===== config.mk =====
export PLATFORM = sky130hd
export DESIGN_NAME = alu_mc_flat
export DESIGN_NICKNAME = d
export VERILOG_FILES = /design/src/rtl/alu_mc_pkg.sv /design/src/rtl/alu_mc_if.sv /design/src/rtl/alu_mc_core.sv /design/src/rtl/alu_mc.sv /design/src/flat_wrapper.sv
export SDC_FILE = /design/constraint.sdc
export NUM_CORES = 1
export LEC_CHECK = 0
export CAP_MARGIN = 20
export CORE_ASPECT_RATIO = 1.4
export CORE_MARGIN = 2
export CORE_UTILIZATION = 62
export DETAILED_ROUTE_END_ITERATION = 7
export PLACE_DENSITY = 0.88
export SYNTH_ARGS = -nofsm -noshare
export SYNTH_HDL_FRONTEND = slang
export SYNTH_SLANG_ARGS = --single-unit

===== constraint.sdc =====
create_clock -name i_clk -period 5.6 [get_ports i_clk]
set_input_delay 1.12 -clock i_clk [delete_from_list [all_inputs] [get_ports i_clk]]
set_output_delay 1.12 -clock i_clk [all_outputs]
set_load 0.005 [all_outputs]

===== src/rtl/alu_mc_pkg.sv =====
// Shared opcodes, FSM state encoding and shift-amount saturation for alu_mc.
package alu_mc_pkg;

  localparam logic [5:0] OP_ADD = 6'b100000;
  localparam logic [5:0] OP_SUB = 6'b100010;
  localparam logic [5:0] OP_AND = 6'b100100;
  localparam logic [5:0] OP_OR  = 6'b100101;
  localparam logic [5:0] OP_XOR = 6'b100110;
  localparam logic [5:0] OP_NOR = 6'b100111;
  localparam logic [5:0] OP_SRL = 6'b000010;
  localparam logic [5:0] OP_SRA = 6'b000011;

  typedef enum logic [1:0] {
    S_IDLE  = 2'd0,
    S_SHIFT = 2'd1,
    S_DONE  = 2'd2
  } state_t;

  // Any amount at or beyond the data width behaves like a full-width shift.
  function automatic int unsigned sat_amt(input logic [63:0] b, input int unsigned w);
    return (b >= 64'(w)) ? w : int'(b[31:0]);
  endfunction

endpackage


===== src/rtl/alu_mc_if.sv =====
// Request/response handshake bundle between the operand loader, alu_mc and the result consumer.
interface alu_mc_if #(
  parameter int BUS_REG = 16,
  parameter int BUS_OP  = 6
);
  logic               i_valid;
  logic               o_ready;
  logic [BUS_REG-1:0] i_valA;
  logic [BUS_REG-1:0] i_valB;
  logic [BUS_OP-1:0]  i_opcode;
  logic               o_valid;
  logic               i_ready;
  logic [BUS_REG-1:0] o_result;
  logic               o_zero;
  logic               o_negative;
  logic               o_carry;
  logic               o_overflow;
  logic               o_err;

  modport master (
    output i_valid, i_valA, i_valB, i_opcode, i_ready,
    input  o_ready, o_valid, o_result, o_zero, o_negative, o_carry, o_overflow, o_err
  );

  modport slave (
    input  i_valid, i_valA, i_valB, i_opcode, i_ready,
    output o_ready, o_valid, o_result, o_zero, o_negative, o_carry, o_overflow, o_err
  );
endinterface


===== src/rtl/alu_mc_core.sv =====
// Combinational ADD/SUB/logic datapath with carry/overflow generation; flags legality of non-shift ops.
module alu_mc_core
  import alu_mc_pkg::*;
#(
  parameter int W   = 16,
  parameter int OPW = 6
) (
  input  logic [W-1:0]   a,
  input  logic [W-1:0]   b,
  input  logic [OPW-1:0] op,
  output logic [W-1:0]   res,
  output logic           carry,
  output logic           ovf,
  output logic           legal
);
  logic [W:0] sum;

  always_comb begin
    res   = '0;
    carry = 1'b0;
    ovf   = 1'b0;
    legal = 1'b1;
    sum   = '0;
    case (op)
      OPW'(OP_ADD): begin
        sum   = {1'b0, a} + {1'b0, b};
        res   = sum[W-1:0];
        carry = sum[W];
        ovf   = (a[W-1] == b[W-1]) && (res[W-1] != a[W-1]);
      end
      OPW'(OP_SUB): begin
        // A + ~B + 1: a missing carry-out means a borrow occurred
        sum   = {1'b0, a} + {1'b0, ~b} + (W+1)'(1);
        res   = sum[W-1:0];
        carry = ~sum[W];
        ovf   = (a[W-1] != b[W-1]) && (res[W-1] != a[W-1]);
      end
      OPW'(OP_AND): res = a & b;
      OPW'(OP_OR):  res = a | b;
      OPW'(OP_XOR): res = a ^ b;
      OPW'(OP_NOR): res = ~(a | b);
      default:      legal = 1'b0;
    endcase
  end
endmodule


===== src/rtl/alu_mc.sv =====
// Multi-cycle ALU: FSM, handshake, iterative shifter and output registers.
// Define ALU_MC_BARREL_SHIFT_EN to replace the iterative shifter with a one-cycle barrel shifter.
module alu_mc
  import alu_mc_pkg::*;
#(
  parameter int BUS_REG = 16,
  parameter int BUS_OP  = 6
) (
  input logic    i_clk,
  input logic    i_rst_n,
  alu_mc_if.slave bus
);
`ifdef ALU_MC_BARREL_SHIFT_EN
  localparam bit ITER = 1'b0;
`else
  localparam bit ITER = 1'b1;
`endif
  localparam int CW = $clog2(BUS_REG) + 1;

  state_t              state, state_nxt;
  logic [BUS_REG-1:0]  sh_q, sh_step, bar_res, core_res, ld_res;
  logic [CW-1:0]       cnt_q, amt;
  logic                sra_q, core_c, core_v, core_legal;
  logic                is_shift, is_sra, accept, ld, ld_arith, ld_err;

  alu_mc_core #(.W(BUS_REG), .OPW(BUS_OP)) u_core (
    .a(bus.i_valA), .b(bus.i_valB), .op(bus.i_opcode),
    .res(core_res), .carry(core_c), .ovf(core_v), .legal(core_legal)
  );

  assign is_sra   = bus.i_opcode == BUS_OP'(OP_SRA);
  assign is_shift = is_sra || (bus.i_opcode == BUS_OP'(OP_SRL));
  assign accept   = bus.i_valid && (state == S_IDLE);
  assign amt      = CW'(sat_amt(64'(bus.i_valB), BUS_REG));
  assign sh_step  = {sra_q & sh_q[BUS_REG-1], sh_q[BUS_REG-1:1]};
  assign bar_res  = is_sra ? BUS_REG'($signed(bus.i_valA) >>> amt) : (bus.i_valA >> amt);

  assign bus.o_ready = (state == S_IDLE);
  assign bus.o_valid = (state == S_DONE);

  always_ff @(posedge i_clk) begin
    if (!i_rst_n) state <= S_IDLE;
    else          state <= state_nxt;
  end

  always_comb begin
    state_nxt = state;
    case (state)
      S_IDLE:  if (bus.i_valid) state_nxt = (ITER && is_shift && amt != '0) ? S_SHIFT : S_DONE;
      S_SHIFT: if (cnt_q == CW'(1)) state_nxt = S_DONE;
      S_DONE:  if (bus.i_ready) state_nxt = S_IDLE;
      default: state_nxt = S_IDLE;
    endcase
  end

  // Selects what, if anything, lands in the output registers this edge.
  always_comb begin
    ld       = 1'b0;
    ld_arith = 1'b0;
    ld_err   = 1'b0;
    ld_res   = core_res;
    if (accept) begin
      if (is_shift) begin
        ld     = !ITER || (amt == '0);
        ld_res = ITER ? bus.i_valA : bar_res;
      end else if (core_legal) begin
        ld       = 1'b1;
        ld_arith = 1'b1;
      end else begin
        ld     = 1'b1;
        ld_err = 1'b1;
        ld_res = '0;
      end
    end else if (state == S_SHIFT && cnt_q == CW'(1)) begin
      ld     = 1'b1;
      ld_res = sh_step;
    end
  end

  always_ff @(posedge i_clk) begin
    if (!i_rst_n) begin
      sh_q           <= '0;
      cnt_q          <= '0;
      sra_q          <= 1'b0;
      bus.o_result   <= '0;
      bus.o_zero     <= 1'b0;
      bus.o_negative <= 1'b0;
      bus.o_carry    <= 1'b0;
      bus.o_overflow <= 1'b0;
      bus.o_err      <= 1'b0;
    end else begin
      if (accept && is_shift) begin
        sh_q  <= bus.i_valA;
        cnt_q <= amt;
        sra_q <= is_sra;
      end else if (state == S_SHIFT) begin
        sh_q  <= sh_step;
        cnt_q <= cnt_q - CW'(1);
      end
      if (ld) begin
        bus.o_result   <= ld_res;
        bus.o_zero     <= !ld_err && (ld_res == '0);
        bus.o_negative <= !ld_err && ld_res[BUS_REG-1];
        bus.o_carry    <= ld_arith && core_c;
        bus.o_overflow <= ld_arith && core_v;
        bus.o_err      <= ld_err;
      end
    end
  end
endmodule


===== src/flat_wrapper.sv =====
// flat-port wrapper written by rule: the top's interface ports become plain ports
module alu_mc_flat import alu_mc_pkg::*;
#(
  parameter int BUS_REG = 16,
  parameter int BUS_OP  = 6
)
  (i_clk, i_rst_n, bus_i_valid, bus_i_valA, bus_i_valB, bus_i_opcode, bus_i_ready, bus_o_ready, bus_o_valid, bus_o_result, bus_o_zero, bus_o_negative, bus_o_carry, bus_o_overflow, bus_o_err);
  alu_mc_if #(.BUS_REG(BUS_REG), .BUS_OP(BUS_OP)) bus_i ();
  input logic i_clk;
  input logic i_rst_n;
  input wire logic [$bits(bus_i.i_valid)-1:0] bus_i_valid;
  input wire logic [$bits(bus_i.i_valA)-1:0] bus_i_valA;
  input wire logic [$bits(bus_i.i_valB)-1:0] bus_i_valB;
  input wire logic [$bits(bus_i.i_opcode)-1:0] bus_i_opcode;
  input wire logic [$bits(bus_i.i_ready)-1:0] bus_i_ready;
  output wire logic [$bits(bus_i.o_ready)-1:0] bus_o_ready;
  output wire logic [$bits(bus_i.o_valid)-1:0] bus_o_valid;
  output wire logic [$bits(bus_i.o_result)-1:0] bus_o_result;
  output wire logic [$bits(bus_i.o_zero)-1:0] bus_o_zero;
  output wire logic [$bits(bus_i.o_negative)-1:0] bus_o_negative;
  output wire logic [$bits(bus_i.o_carry)-1:0] bus_o_carry;
  output wire logic [$bits(bus_i.o_overflow)-1:0] bus_o_overflow;
  output wire logic [$bits(bus_i.o_err)-1:0] bus_o_err;
  assign bus_i.i_valid = bus_i_valid;
  assign bus_i.i_valA = bus_i_valA;
  assign bus_i.i_valB = bus_i_valB;
  assign bus_i.i_opcode = bus_i_opcode;
  assign bus_i.i_ready = bus_i_ready;
  assign bus_o_ready = bus_i.o_ready;
  assign bus_o_valid = bus_i.o_valid;
  assign bus_o_result = bus_i.o_result;
  assign bus_o_zero = bus_i.o_zero;
  assign bus_o_negative = bus_i.o_negative;
  assign bus_o_carry = bus_i.o_carry;
  assign bus_o_overflow = bus_i.o_overflow;
  assign bus_o_err = bus_i.o_err;
  alu_mc #(.BUS_REG(BUS_REG), .BUS_OP(BUS_OP)) u_core (.i_clk(i_clk), .i_rst_n(i_rst_n), .bus(bus_i));
endmodule

==> run summary <==
Status -> finished clean
Gate Count Post-Synth -> 697
Ys flop type -> dfxtp_1
RSZ-0062 raised after global routing -> no
Hold_buf cts -> 0
Share of cells above drive strength 1 -> 0.0643
Switch share -> 0.360
Met1 wire length -> 6790 um
TNS Setup -> 0 ps
Hold slack final -> 467 ps
Wire length per cell -> 21.5 um
CP Class -> primary input to flop
Synth top cells by count -> 77 x nor2_1, 60 x a21oi_1, 58 x nand2_1
Worst-path cell chain -> clkdlybuf4s50_1 -> inv_1 -> ha_1 -> fa_1 -> or2_2 -> a221oi_1 -> o41ai_1 -> o21bai_2 -> o21a_1 -> a211oi_1 -> o31ai_1 -> and4_1 -> nand4b_1 -> o21ai_1
H-tree Lvls -> 2
Gate power share -> 0.395
CTS tree -> built
Fin crit period -> 4950 ps
Yosys aoi share -> 0.325
Pwr dens -> 161 nW/um^2
HPWL after detailed placement -> 13,900 um
Total power -> 948 uW
Reg power frac -> 0.348
Metal2 WL -> 8340 um
CTS Buffer Depth -> 2
Total Nets Final -> 844
Clock share of power -> 0.257
Die ar. -> 8870 sq um
CP bufs+invs -> 2
Total global routing overflow -> 0
Element type at the critical path end -> flop
Synthesized Nets -> 796
Post-DRT Antenna Nets -> 0
Gpl congestion -> 1.11
Clock-pin slew on the worst setup and hold paths -> 80 ps
Top power group -> combinational logic
Top cells by area -> dfxtp_1 17%, ha_1 14%, a21oi_1 6.0%, nor2_1 5.7%, nand2_1 4.3%
Mean Syn Cell Area -> 7.23 sq um
Lkg Pwr -> 0.00236 uW
Internal power -> 606 uW
Vias per cell -> 6.95
Most used routing layer in global routing -> met2
Tool warning count -> 64
Yosys simple share -> 0.232
Max-cap viol count -> 0
Tightest Pin Transition -> 873 ps
Final hold vios -> 0
Synth Seq Share -> 0.175
CP Max Fanout -> 7
Met3 Use GR -> 0.0529
DRT Pass-1 Iters -> 6
Post-synth ARST share -> 0
Flop area -> 881 sq um
Switch Pwr -> 341 uW
Fmax achieved -> 202 MHz
First-pass GRT wire length -> 28,200 um
Late-Pin Clk Latency -> 310 ps
Worst slack at placement -> 535 ps
Post-cts sizing count -> 0
Met2 Usage GRT -> 0.631
Total track usage -> 0.400
Top routing layer in use -> met4
Peak VDD IR -> 0.214 mV
Area delta synth->final -> 17.1%
Clk sinks -> 44
Yosys cell types -> 75
Critical Path AT -> 5190 ps
Post-route DRC -> 0
Logic power comb -> 374 uW
Placed cell area -> 5760 sq um
Hold Path Class -> flop to flop
Yosys xor share -> 0.0365
Worst slew margin -> 0.416
Synth Warn # -> 0
Final setup violating endpoints -> 0
# Post-CTS Setup Buffers -> 0
Vert. Die Dim -> 111 um
Post-Place Cells -> 837
Data required time at the worst endpoint -> 5830 ps
layout by cell type, fill, tap and decap left out, drive strengths merged, types with 5 or more instances in the layout:
cell type,synthesis,layout
inv,56,56
nor3,18,18
a221oi,7,7
and2,5,5
nor2,80,80
o21ai,28,28
dfxtp,44,44
o221ai,6,6
nand2b,11,11
clkbuf,24,5
a311oi,8,8
o22ai,7,7
a21oi,61,61
a22oi,20,20
a211oi,26,26
o21a,6,6
nand3,14,14
a31oi,8,8
o31ai,10,10
or2,6,6
ha,55,55
xor2,7,7
nor4,12,12
buf,16,17
and3,6,6
xnor2,14,14
mux2i,6,6
nand2,58,58
a21o,5,5
clkdlybuf4s50,0,64
final timing paths:
kind | start | to | slack [ps] | cells past startpoint
worst max-delay path | bus_i_valA[0] | u_core.bus.o_zero | 650 | 14
worst max register to register | u_core.state[0] | u_core.bus.o_zero | 2250 | 10
worst min register to register | u_core.bus.o_result[5] | u_core.bus.o_result[5] | 470 | 2
worst min-delay path | u_core.bus.o_result[5] | u_core.bus.o_result[5] | 470 | 2
flip-flops by register name, indices dropped and copies added, names as in the netlist:
| name | count |
|---|---|
| u_core.bus.o_carry | 1 |
| u_core.bus.o_err | 1 |
| u_core.bus.o_negative | 1 |
| u_core.bus.o_overflow | 1 |
| u_core.bus.o_result | 16 |
| u_core.bus.o_zero | 1 |
| u_core.cnt_q | 5 |
| u_core.sh_q | 15 |
| u_core.sra_q | 1 |
| u_core.state | 2 |
layout make-up:
type / instances / area share
Clock buffer: 5 / 0.0117
Multi-Input combinational cell: 557 / 0.641
Inverter: 56 / 0.0356
Timing Repair Buffer: 81 / 0.134
Sequential cell: 44 / 0.149
Clock inverter: 3 / 0.00721
Tap cell: 100 / 0.0212
### Sizing map

Scale: 3 px per um.
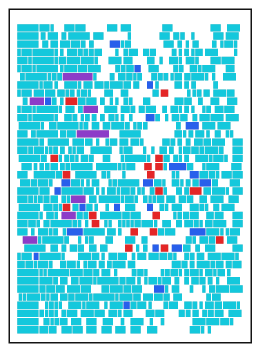
colour	size	cells
cyan	_0 and _1 cells	698
red	_3 and _4 cells	19
purple	_6 and larger	7
blue	_2 cells	22
post-route cell area: 5900 sq um
final setup margin: 645 ps

### Local utilization

Scale: 3 px per um. The die is cut into 8 by 11 equal tiles; dark blue is low, red is high, 0 to 100% covered.
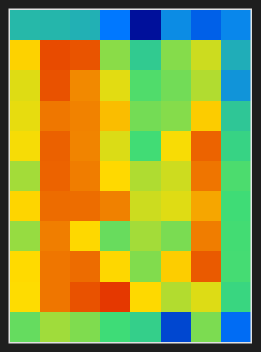
fullest tile	94%
tiles over 75% full	39%
mean over tiles	65%
Final Util: 0.756
floorplan utilization: 0.646
core area: 7800 sq um

### Wires at chosen ports, followed through buffers

Scale: 3 px per um.
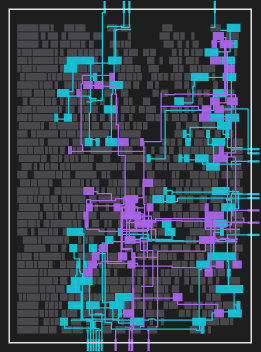
colour	port	bits	direction	edge	end cells	wire
cyan	`bus_i_valA`	16	input	6 bottom, 6 right, 4 top	76	1,030 um
purple	`bus_i_opcode`	6	input	4 bottom, 2 right	56	1,100 um
I/O Pins: 65
input/output buffers: 64

### Metal 1

Scale: 4 px per um. Supply wires on this layer in grey.
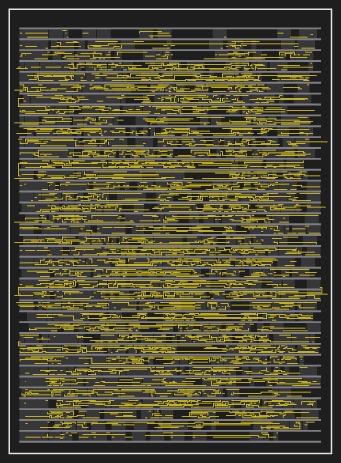
nets with wire on the layer	754
share of all routed wire	37%
global-route track usage on met1: 0.522
via count: 5,877
Routed WL: 18,200 um

### Cell placement

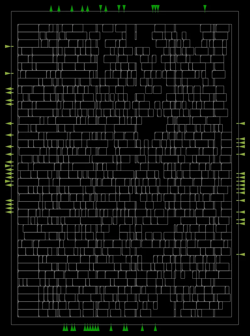
TAP cells: 100
flip-flops: 44
flop share of the area: 0.149
Filler cells: 586
num rows: 38

Power is estimated from default activity; no workload was simulated.
